Figure 1. Cell sizes after repair (run 1).
Drawn at 8 px/µm.
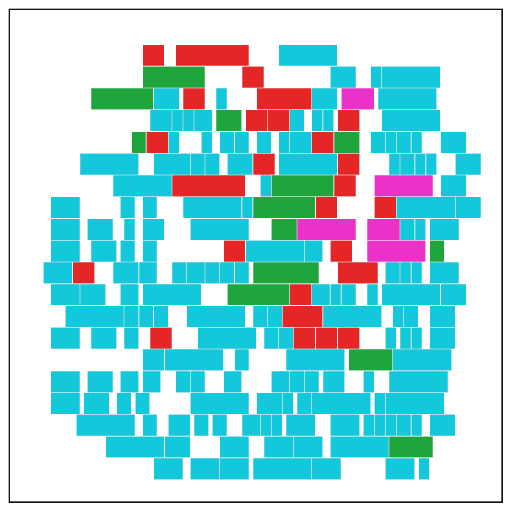
Figure 2. Selected gate families (run 1).
Drawn at 8 px/µm.
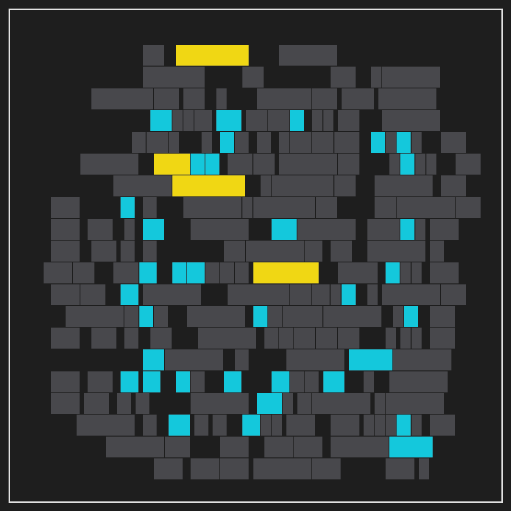
Figure 3. Met3 routing (run 1).
Drawn at 4 px/µm.
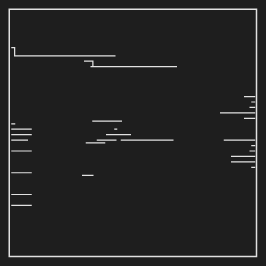
### config.mk
export PLATFORM = sky130hd
export DESIGN_NAME = serial_adder_ctrl_flat
export DESIGN_NICKNAME = d
export VERILOG_FILES = /design/src/rtl/serial_adder_ctrl_if.sv /design/src/rtl/serial_adder_ctrl.sv /design/src/flat_wrapper.sv
export SDC_FILE = /design/constraint.sdc
export NUM_CORES = 1
export LEC_CHECK = 0
export ABC_CLOCK_PERIOD_IN_PS = 1290
export CAP_MARGIN = 20
export CORE_MARGIN = 2
export CORE_UTILIZATION = 45
export DETAILED_ROUTE_END_ITERATION = 16
export PLACE_DENSITY = 0.74
export SLEW_MARGIN = 20
export SYNTH_ARGS = -nofsm -noshare
export SYNTH_HDL_FRONTEND = slang
export SYNTH_SLANG_ARGS = --single-unit
### constraint.sdc
create_clock -name clk -period 1.29 [get_ports clk]
set_clock_uncertainty 0.05 [all_clocks]
set_input_delay 0.129 -clock clk [delete_from_list [all_inputs] [get_ports clk]]
set_output_delay 0.129 -clock clk [all_outputs]
set_load 0.02 [all_outputs]
### src/rtl/serial_adder_ctrl_if.sv
// +-----------------------------------------------------------------------------
// | Module  : serial_adder_ctrl_if
// | Brief   : Operand/result bundle between an operand source and the serial adder.
// | Revision: 1.0 - initial release
// +-----------------------------------------------------------------------------
`timescale 1ns/1ps
`default_nettype none

interface serial_adder_ctrl_if #(
  parameter int WIDTH = 8
);
  logic             start;
  logic             sub;
  logic [WIDTH-1:0] a;
  logic [WIDTH-1:0] b;
  logic             busy;
  logic             done;
  logic [WIDTH-1:0] sum;
  logic             cout;
  logic             overflow;

  modport master (
    output start, sub, a, b,
    input  busy, done, sum, cout, overflow
  );

  modport slave (
    input  start, sub, a, b,
    output busy, done, sum, cout, overflow
  );
endinterface

`default_nettype wire

### src/rtl/serial_adder_ctrl.sv
// +-----------------------------------------------------------------------------
// | Module  : serial_adder_ctrl
// | Brief   : Bit-serial add/subtract, one full-adder cell stepped LSB first.
// | Revision: 1.0 - initial release
// +-----------------------------------------------------------------------------
`timescale 1ns/1ps
`default_nettype none

module serial_adder_ctrl #(
  parameter int WIDTH = 8
) (
  input  logic                clk,
  input  logic                rst,
  serial_adder_ctrl_if.slave  bus
);

  localparam int            CW     = (WIDTH > 1) ? $clog2(WIDTH) : 1;
  localparam logic [CW-1:0] c_last = CW'(WIDTH - 1);

  typedef enum logic [1:0] {
    S_IDLE = 2'd0,
    S_RUN  = 2'd1,
    S_DONE = 2'd2
  } state_t;

  state_t           r_state, w_state;
  logic [WIDTH-1:0] r_opa, w_opa;
  logic [WIDTH-1:0] r_opb, w_opb;
  logic [WIDTH-1:0] r_sum, w_sum;
  logic [WIDTH-1:0] w_sum_shift;
  logic [CW-1:0]    r_cnt, w_cnt;
  logic             r_carry, w_carry;
  logic             r_cout, w_cout;
  logic             r_ovf, w_ovf;
  logic             w_s, w_c;
  logic             w_cin_msb;
  logic             w_accept;

  // Full-adder cell: X = opA LSB, Y = opB LSB, Z = registered carry.
  assign w_s = r_opa[0] ^ r_opb[0] ^ r_carry;
  assign w_c = (r_opa[0] & r_opb[0]) | (r_carry & (r_opa[0] ^ r_opb[0]));

  // Carry into the MSB: captured one bit early, or the cell's own carry-in at WIDTH==1.
  generate
    if (WIDTH > 1) begin : g_cmsb_reg
      localparam logic [CW-1:0] c_msb_m1 = CW'(WIDTH - 2);
      logic r_cmsb;
      always_ff @(posedge clk) begin
        if (rst) begin
          r_cmsb <= 1'b0;
        end else if (r_state == S_RUN && r_cnt == c_msb_m1) begin
          r_cmsb <= w_c;
        end
      end
      assign w_cin_msb = r_cmsb;
    end else begin : g_cmsb_direct
      assign w_cin_msb = r_carry;
    end
  endgenerate

  always_ff @(posedge clk) begin
    if (rst) begin
      r_state <= S_IDLE;
      r_opa   <= '0;
      r_opb   <= '0;
      r_sum   <= '0;
      r_cnt   <= '0;
      r_carry <= 1'b0;
      r_cout  <= 1'b0;
      r_ovf   <= 1'b0;
    end else begin
      r_state <= w_state;
      r_opa   <= w_opa;
      r_opb   <= w_opb;
      r_sum   <= w_sum;
      r_cnt   <= w_cnt;
      r_carry <= w_carry;
      r_cout  <= w_cout;
      r_ovf   <= w_ovf;
    end
  end

  always_comb begin
    w_state     = r_state;
    w_opa       = r_opa;
    w_opb       = r_opb;
    w_sum       = r_sum;
    w_cnt       = r_cnt;
    w_carry     = r_carry;
    w_cout      = r_cout;
    w_ovf       = r_ovf;
    w_accept    = 1'b0;
    // New bit enters at the MSB so the LSB lands in bit 0 after WIDTH shifts.
    w_sum_shift = r_sum >> 1;
    w_sum_shift[WIDTH-1] = w_s;

    case (r_state)
      S_IDLE: begin
        w_accept = bus.start;
      end
      S_RUN: begin
        w_opa   = r_opa >> 1;
        w_opb   = r_opb >> 1;
        w_sum   = w_sum_shift;
        w_carry = w_c;
        if (r_cnt == c_last) begin
          w_cout  = w_c;
          w_ovf   = w_c ^ w_cin_msb;
          w_state = S_DONE;
        end else begin
          w_cnt = r_cnt + CW'(1);
        end
      end
      S_DONE: begin
        w_accept = bus.start;
        w_state  = S_IDLE;
      end
      default: begin
        w_state = S_IDLE;
      end
    endcase

    // Subtraction is a + ~b + 1: invert B and seed the carry with 1.
    if (w_accept) begin
      w_state = S_RUN;
      w_opa   = bus.a;
      w_opb   = bus.sub ? ~bus.b : bus.b;
      w_carry = bus.sub;
      w_cnt   = '0;
      w_sum   = '0;
    end
  end

  assign bus.busy     = (r_state == S_RUN);
  assign bus.done     = (r_state == S_DONE);
  assign bus.sum      = r_sum;
  assign bus.cout     = r_cout;
  assign bus.overflow = r_ovf;

endmodule

`default_nettype wire

### src/flat_wrapper.sv
// flat-port wrapper written by rule: the top's interface ports become plain ports
module serial_adder_ctrl_flat 
#(
  parameter int WIDTH = 8
)
  (clk, rst, bus_start, bus_sub, bus_a, bus_b, bus_busy, bus_done, bus_sum, bus_cout, bus_overflow);
  serial_adder_ctrl_if #(.WIDTH(WIDTH)) bus_i ();
  input  logic clk;
  input  logic rst;
  input wire logic [$bits(bus_i.start)-1:0] bus_start;
  input wire logic [$bits(bus_i.sub)-1:0] bus_sub;
  input wire logic [$bits(bus_i.a)-1:0] bus_a;
  input wire logic [$bits(bus_i.b)-1:0] bus_b;
  output wire logic [$bits(bus_i.busy)-1:0] bus_busy;
  output wire logic [$bits(bus_i.done)-1:0] bus_done;
  output wire logic [$bits(bus_i.sum)-1:0] bus_sum;
  output wire logic [$bits(bus_i.cout)-1:0] bus_cout;
  output wire logic [$bits(bus_i.overflow)-1:0] bus_overflow;
  assign bus_i.start = bus_start;
  assign bus_i.sub = bus_sub;
  assign bus_i.a = bus_a;
  assign bus_i.b = bus_b;
  assign bus_busy = bus_i.busy;
  assign bus_done = bus_i.done;
  assign bus_sum = bus_i.sum;
  assign bus_cout = bus_i.cout;
  assign bus_overflow = bus_i.overflow;
  serial_adder_ctrl #(.WIDTH(WIDTH)) u_core (.clk(clk), .rst(rst), .bus(bus_i));
endmodule
==> impl_metrics.json, run 1 <==
{
  "drtIter0Drc": 54,
  "h-tree-depth": 2,
  "numCtsBuffers": 5,
  "top_cells_by_area": "dfxtp_1, nand2_1, a21oi_1, nor3_1, xor2_1",
  "io_pins": 32,
  "die_w_um": 61.43,
  "yosys_area_mm2": 0.001484,
  "grt_max_degree": 27,
  "final_util": 0.6440,
  "wl_per_cell_um": 12.38,
  "drc": 0,
  "final_layout_size_suffix_gt1_frac": 0.2115,
  "dp_cells": 244,
  "fillCellCount": 289,
  "status": "finished with violations",
  "ys_cells": 165,
  "worstPathRequired_ps": 1520,
  "yosysSeqAreaShare": 0.4452,
  "firstDrtPassIters": 4,
  "ant_nets": 0,
  "violations": "setup timing",
  "hold_path_class": "primary input to register",
  "cp-start-kind": "register",
  "fin_total_pwr_mw": 2.036,
  "ys.flop_type": "dfxtp_1",
  "final_common_cell": "dfxtp_1",
  "finalClockPeriodUsage": 1.000,
  "setup_viol": 1,
  "synth.distinct_cells": 32,
  "cts_max_path_buffers": 2,
  "synth_top_area_share": 0.4452,
  "syn_area_mm2": 0.001484,
  "worst_slack_ps": -0.3800,
  "final_cells": 252,
  "critical_path_peak_fanout": 5,
  "initCoreUtil": 0.4782
}
Back to the opening pictures, Figure 1:
[red] drive 3 to 4 | cells: 26 | share: 13%
[green] drive 2 | cells: 13 | share: 6.3%
[cyan] drive 1 or less | cells: 164 | share: 79%
[magenta] drive 6 and up | cells: 5 | share: 2.4%

Back to the opening pictures, Figure 2:
[cyan] inverting AOI/OAI gates | cells: 35
[yellow] adder and majority cells | cells: 4

Back to the opening pictures, Figure 3:
wire length on this layer: 161 µm
longest straight run: 25.1 µm

run 1: registers in the layout, summed over array words and instances (netlist names):
name	flops
u_core.r_opa	8
u_core.r_opb	8
u_core.r_cnt	3
u_core.r_carry	1
u_core.bus.overflow	1
u_core.r_state	2
u_core.bus.cout	1
u_core.bus.sum	8
u_core.g_cmsb_reg.r_cmsb	1
run 1: what timing repair did:
item / in CTS / in global routing
gates cloned: 0 / 0
setup buffers: 1 / 1
gates resized: 27 / 12
hold buffers: 0 / 0
setup endpoints to repair: 31 / 10
pin swaps: 2 / 7
run 1: final timing paths:
kind / startpoint / end / cells after the start
worst min register to register: u_core.bus.sum[0] / u_core.bus.sum[0] / 2
worst max register to register: u_core.r_cnt[1] / u_core.r_state[0] / 6
worst max-delay path: u_core.r_cnt[1] / u_core.r_state[0] / 6
worst min-delay path: bus_a[6] / u_core.r_opa[6] / 3
run 1: Yosys cell counts, types with 2 or more instances:
| library cell | instances |
|---|---|
| dfxtp_1 | 33 |
| nand2_1 | 27 |
| a21oi_1 | 17 |
| nor3_1 | 17 |
| xor2_1 | 9 |
| nor2_1 | 8 |
| o22ai_1 | 8 |
| nand3_1 | 7 |
| a22oi_1 | 4 |
| buf_6 | 4 |
| a311oi_1 | 3 |
| ha_1 | 3 |
| buf_2 | 2 |
| buf_8 | 2 |
| clkbuf_1 | 2 |
| nand2b_1 | 2 |
| o21ai_0 | 2 |
run 1: where the power goes:
| part | total (mW) | internal, mW | switching [mW] |
|---|---|---|---|
| logic | 0.409 | 0.215 | 0.194 |
| registers | 1.12 | 1.08 | 0.0381 |
| clock network | 0.510 | 0.188 | 0.322 |
| total | 2.04 | 1.48 | 0.554 |
run 1: worst max-delay path, stage by stage, from the launching register on:
cell	delay, ps
dfxtp_2	340
ha_4	160
ha_4	160
nor3b_4	260
buf_4	160
nor2_1	30
nor2_1	70
run 1: cell type report:
cell class / instances / area [µm²] / share of cell area
flip-flops and latches: 33 / 666.9 / 0.3338
clock inverters: 1 / 5.005 / 0.002505
inverters: 2 / 15.01 / 0.007514
clock buffers: 5 / 37.54 / 0.01879
repair buffers: 50 / 474.2 / 0.2373
multi-input cells: 117 / 744.5 / 0.3726
well taps: 44 / 55.05 / 0.02755
run 1: cells by family (layout without fill, tap and decap cells):
family,Yosys count,after routing,synth area share
compound gates,35,35,0.1408
xor+xnor,10,10,0.05903
fa+ha+maj,4,4,0.03879
buf+inv,15,58,0.09443
flops,33,33,0.4452
mux,1,1,0.006746
simple gates,67,67,0.2150
run 1: metal layers:
layer,wire length [µm],share of wire,track usage
met1,1323,0.42,0.1974
met2,1591,0.51,0.3328
met3,160,0.051,0.04622
met4,45,0.014,0.1185
met5,0,0,0
run 1: metrics by stage:
stage / TNS [ps] / area [µm²] / hold WS (ps)
floorplan: 0 / 1505 / 151.1
global placement: -874.9 / 1886 / 393.8
detailed placement: -1323 / 1886 / 401.0
CTS: -31.66 / 1944 / 332.7
global route: -356.1 / 1998 / 351.1
finish: -0.3800 / 1998 / 333.3
Figure 4. Metal 2 (run 1).
Drawn at 4 px/µm.
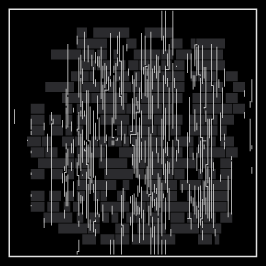

==> inputs of run 2 (changes only) <==
Settings changed: ABC_CLOCK_PERIOD_IN_PS 1290 to 1600, CORE_UTILIZATION 45 to 50, PLACE_DENSITY 0.74 to 0.78.
Clock period 1.29 ns to 1.6 ns, I/O delays scaled along.
Figure 5. Metal 2 (run 2).
Drawn at 4 px/µm.
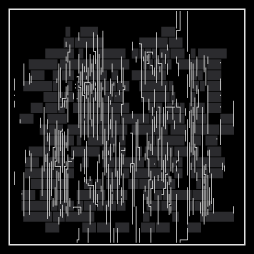
nets with wire on the layer: 184
longest straight run: 27.2 µm
share of all routed wire: 48%

Figure 6. Routing congestion map (run 2).
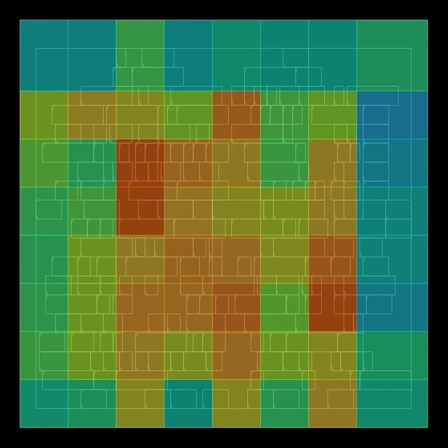
grt met2 use: 0.3242
Top Usage Layer GRT: met2
GR Util met3: 0.05934

==> impl_metrics.json, run 2 <==
{
  "status": "finished clean",
  "grt_max_degree": 28,
  "setup_viol": 0,
  "postLayoutCellArea_mm2": 0.001837,
  "h-tree-depth": 2,
  "die_w_um": 58.48,
  "final_common_cell": "dfxtp_1",
  "ys_sh_mux": 0.006745,
  "ant_nets": 0,
  "synth_top_cell_by_count": "dfxtp_1",
  "r2r-end": "u_core.r_cnt[1]",
  "syn_area_mm2": 0.001484,
  "min-delay-start": "bus_a[1]",
  "drc": 0,
  "synth_xor_xnor_area_share": 0.05902,
  "worst_hold_slack_ps": 374.9,
  "io_pins": 32,
  "path_buffers": 1,
  "postCtsHoldBufs": 0,
  "setup_tns_ps": 0,
  "synth_top_area_share": 0.4452,
  "wl_per_cell_um": 13.23,
  "fillCellCount": 236,
  "hold_path_end": "u_core.r_opa[1]",
  "drtIter0Drc": 32,
  "top_logic_kind": "simple AND/OR/NAND/NOR gates",
  "regArea_um2": 661.9,
  "crit_chain": "clkdlybuf4s50_1",
  "r2r-start": "u_core.r_cnt[0]",
  "finalClockPeriodUsage": 0.9463,
  "hold_depth": 3,
  "top_cells_by_area": "dfxtp_1, nand2_1, a21oi_1, nor3_1, xor2_1",
  "combGateArea_um2": 699.4,
  "yosysSeqAreaShare": 0.4452,
  "critical_path_peak_fanout": 3,
  "ys.flop_type": "dfxtp_1"
}
Figure 7. Selected gate families (run 2).
Drawn at 8 px/µm.
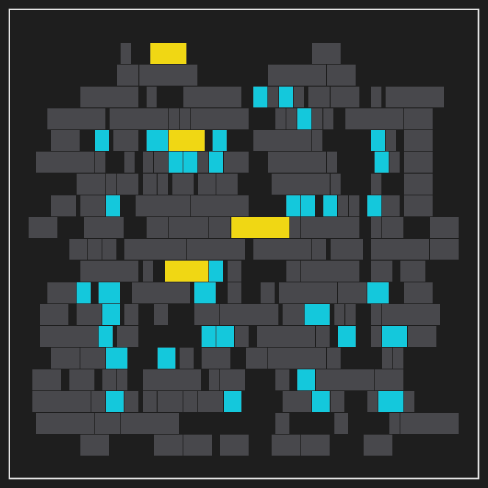
[yellow] adder and majority cells | cells: 4
[cyan] inverting AOI/OAI gates | cells: 35

## run 2: netlist changes by cell type in the layout (fill, tap and decap cells not counted), sizes merged
cell | previous run | this run
clkbuf | 5 | 8
clkinv | 1 | 0
clkdlybuf4s50 | 19 | 29
buf | 21 | 7
dlygate4sd2 | 10 | 2
## run 2: worst max path at each step
stage                            startpoint         endpoint  slack (ps)  depth (start not counted)
after CTS                   u_core.r_cnt[0]  u_core.r_cnt[1]          40                          5
after global placement              bus_sub  u_core.r_opb[2]         110                          4
after floorplan             u_core.r_cnt[0]  u_core.r_cnt[1]         210                          5
final                     u_core.bus.sum[3]       bus_sum[3]          90                          1
after global routing      u_core.bus.sum[5]       bus_sum[5]          30                          1
after detailed placement    u_core.r_cnt[0]  u_core.r_cnt[1]          60                          5
## run 2: area by class of cell
cell class | count | area share
sequential | 33 | 0.3604
tap | 31 | 0.02112
inverter | 2 | 0.008174
multi-input combinational | 117 | 0.3808
clock buffer | 8 | 0.02657
timing repair buffer | 38 | 0.2030
## run 2: repair_timing
action	CTS	global route
setup buffers	0	1
endpoints found under the hold margin	0	0
pin swaps	0	1
cloned	0	0
gates resized	4	2
endpoints found under the setup margin	2	3
## run 2: per-layer routing
layer / vias up / routed length, µm / part of all wire / global-route usage
met5: - / 0 / 0 / 0
met4: 0 / 40 / 0.013 / 0.05980
met3: 6 / 199 / 0.066 / 0.05934
met2: 39 / 1466 / 0.48 / 0.3242
met1: 591 / 1323 / 0.44 / 0.2247
li1: 634 / - / - / -
## run 2: metrics by stage
step             util  total power [mW]  cells
4_1_cts        0.6545             1.627    228
3_5_place_dp   0.6347             1.195    220
2_1_floorplan       -             1.122    165
5_1_grt        0.6604             1.703    229
6_report       0.6604             1.620    229
3_3_place_gp   0.6347             1.185    220
## run 2: where the power goes
group / leakage, nW / internal [mW] / switching, mW
combinational: 0.378 / 0.139 / 0.144
clock: 0.0265 / 0.175 / 0.262
sequential: 0.270 / 0.869 / 0.0312
total: 0.674 / 1.18 / 0.436
## run 2: cells by family after synthesis
logic type	after synthesis
DFF	33
adders and majority gates	4
buffers and inverters	15
muxes	1
and+or+nand+nor	67
xor gates and xnor gates	10
AOI/OAI and AO/OA	35
==> inputs of run 3 (changes only) <==
Settings changed: CORE_UTILIZATION 50 to 53, GPL_TIMING_DRIVEN set to 0, PLACE_DENSITY 0.78 to 0.82.
Figure 8. Met3 routing (run 3).
Drawn at 4 px/µm.
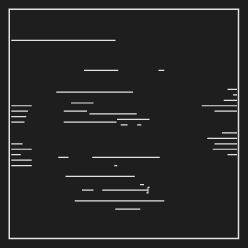
GR Util met3: 0.04608
Post-Route WL: 3254 µm
Via Count: 1300

Figure 9. Selected gate families (run 3).
Drawn at 8 px/µm.
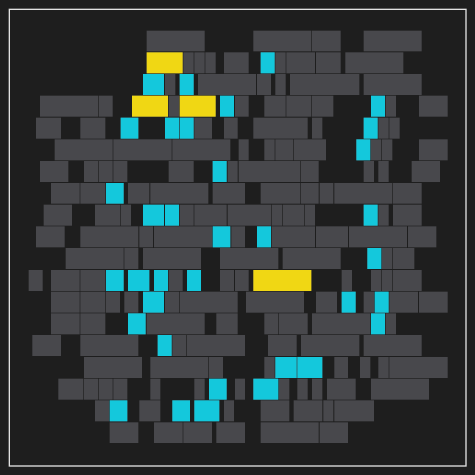
[cyan] inverting AOI/OAI gates | cells: 35
[yellow] adder and majority cells | cells: 4

==> impl_metrics.json, run 3 <==
{
  "status": "finished clean",
  "syn_inst": 165,
  "cp-startpoint": "u_core.r_cnt[0]",
  "final_layout_size_suffix_gt1_frac": 0.1144,
  "cpPeakStageDelay_ps": 350,
  "setup_tns_ps": 0,
  "grt_max_degree": 11,
  "io_pins": 32,
  "warnings": 28,
  "critical_path.endpoint": "u_core.r_cnt[1]",
  "die-area_mm2": 0.003239,
  "ant_nets": 0,
  "ys_cells": 165,
  "first_global_vias": 1214,
  "postCtsHoldBufs": 0,
  "critical_path_peak_fanout": 5,
  "numCtsBuffers": 5,
  "syn_area_mm2": 0.001484,
  "synth_top_cell_by_count": "dfxtp_1",
  "cpMostUsedCell": "ha_1",
  "die_w_um": 56.92,
  "crit_chain": "ha_1, ha_1, nor3b_4, nor2_1, a211oi_1",
  "drc": 0,
  "yosys_area_mm2": 0.001484,
  "grt_pass1_wl_um": 5395,
  "finalClockPeriodUsage": 0.9642,
  "synth_top_area_share": 0.4452,
  "r2r-start": "u_core.r_cnt[0]",
  "final_cells": 232,
  "drtIter0Drc": 55,
  "worstPathRequired_ps": 1790,
  "final_util": 0.6916,
  "cp_slowest_cell": "dfxtp_1",
  "h-tree-depth": 2,
  "cp-start-kind": "register",
  "dp_cells": 226,
  "r2r-end": "u_core.r_cnt[1]",
  "ys.flop_type": "dfxtp_1",
  "synth.distinct_cells": 32,
  "cts_max_path_buffers": 2,
  "cts_setup_buffers": 0,
  "top_cells_by_area": "dfxtp_1, nand2_1, a21oi_1, nor3_1, xor2_1",
  "firstDrtPassIters": 4,
  "final_common_cell": "dfxtp_1",
  "initCoreUtil": 0.5476,
  "cts_resized": 6,
  "wl_per_cell_um": 14.03,
  "yosysSeqAreaShare": 0.4452,
  "setup_viol": 0,
  "coreArea_mm2": 0.002710
}
Figure 10. Metal 2 (run 3).
Drawn at 4 px/µm.
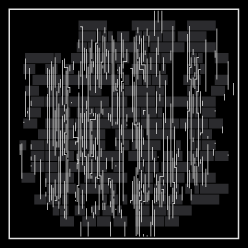
grt met2 use: 0.3727

run 3: metal layers:
metal	vias up	share of wire	GRT usage
li1	645	-	-
met2	56	0.50	0.3727
met5	-	0	0
met4	0	0.027	0.1429
met1	590	0.39	0.2471
met3	9	0.079	0.04608
run 3: critical path: cells and delay by family (launching register included):
family	cells	cell delay [ps]
AND/OR/NAND/NOR	2	370
flip-flops	1	350
AND-OR/OR-AND	1	230
adder cells (fa/ha/maj)	2	460
run 3: per-stage QoR:
step	total power [mW]	setup slack [ps]	hold slack, ps	area, µm²
final	1.678	57.30	200.7	1874
after detailed placement	1.231	-60.10	395.4	1823
after global placement	1.216	-48.93	393.9	1823
after global routing	1.750	-7.004	258.6	1874
after floorplan	1.122	209.5	182.1	1484
after CTS	1.695	14.76	190.7	1874
run 3: cell families after synthesis:
kind of cell / share of synthesized area
AND/OR/NAND/NOR: 0.2150
AND-OR/OR-AND: 0.1408
flip-flops: 0.4452
buffers and inverters: 0.09443
XOR/XNOR: 0.05903
adder cells (fa/ha/maj): 0.03879
multiplexers: 0.006746
run 3: power breakdown:
group,switching (mW),internal [mW]
Clock,0.262,0.207
Combinational,0.157,0.155
Sequential,0.0307,0.867
Total,0.449,1.23
run 3: worst min-delay path by stage:
stage	cells after the start	startpoint	slack, ps	to
2_1_floorplan	1	rst	180	u_core.r_opa[6]
3_3_place_gp	2	u_core.bus.overflow	390	u_core.bus.overflow
3_5_place_dp	2	u_core.bus.sum[0]	400	u_core.bus.sum[0]
4_1_cts	3	bus_sub	190	u_core.r_carry
5_1_grt	3	bus_sub	260	u_core.r_carry
6_report	3	bus_sub	200	u_core.r_carry
run 3: area by class of cell:
cell class,count,area (µm²)
buffer,12,113.9
inverter,2,15.01
timing repair buffer,30,296.5
multi-input combinational,117,689.4
clock buffer,7,55.05
tap,31,38.79
sequential,33,665.6
fill,228,835.8
Power figures rest on the tool's default switching activity, not on a simulated workload.
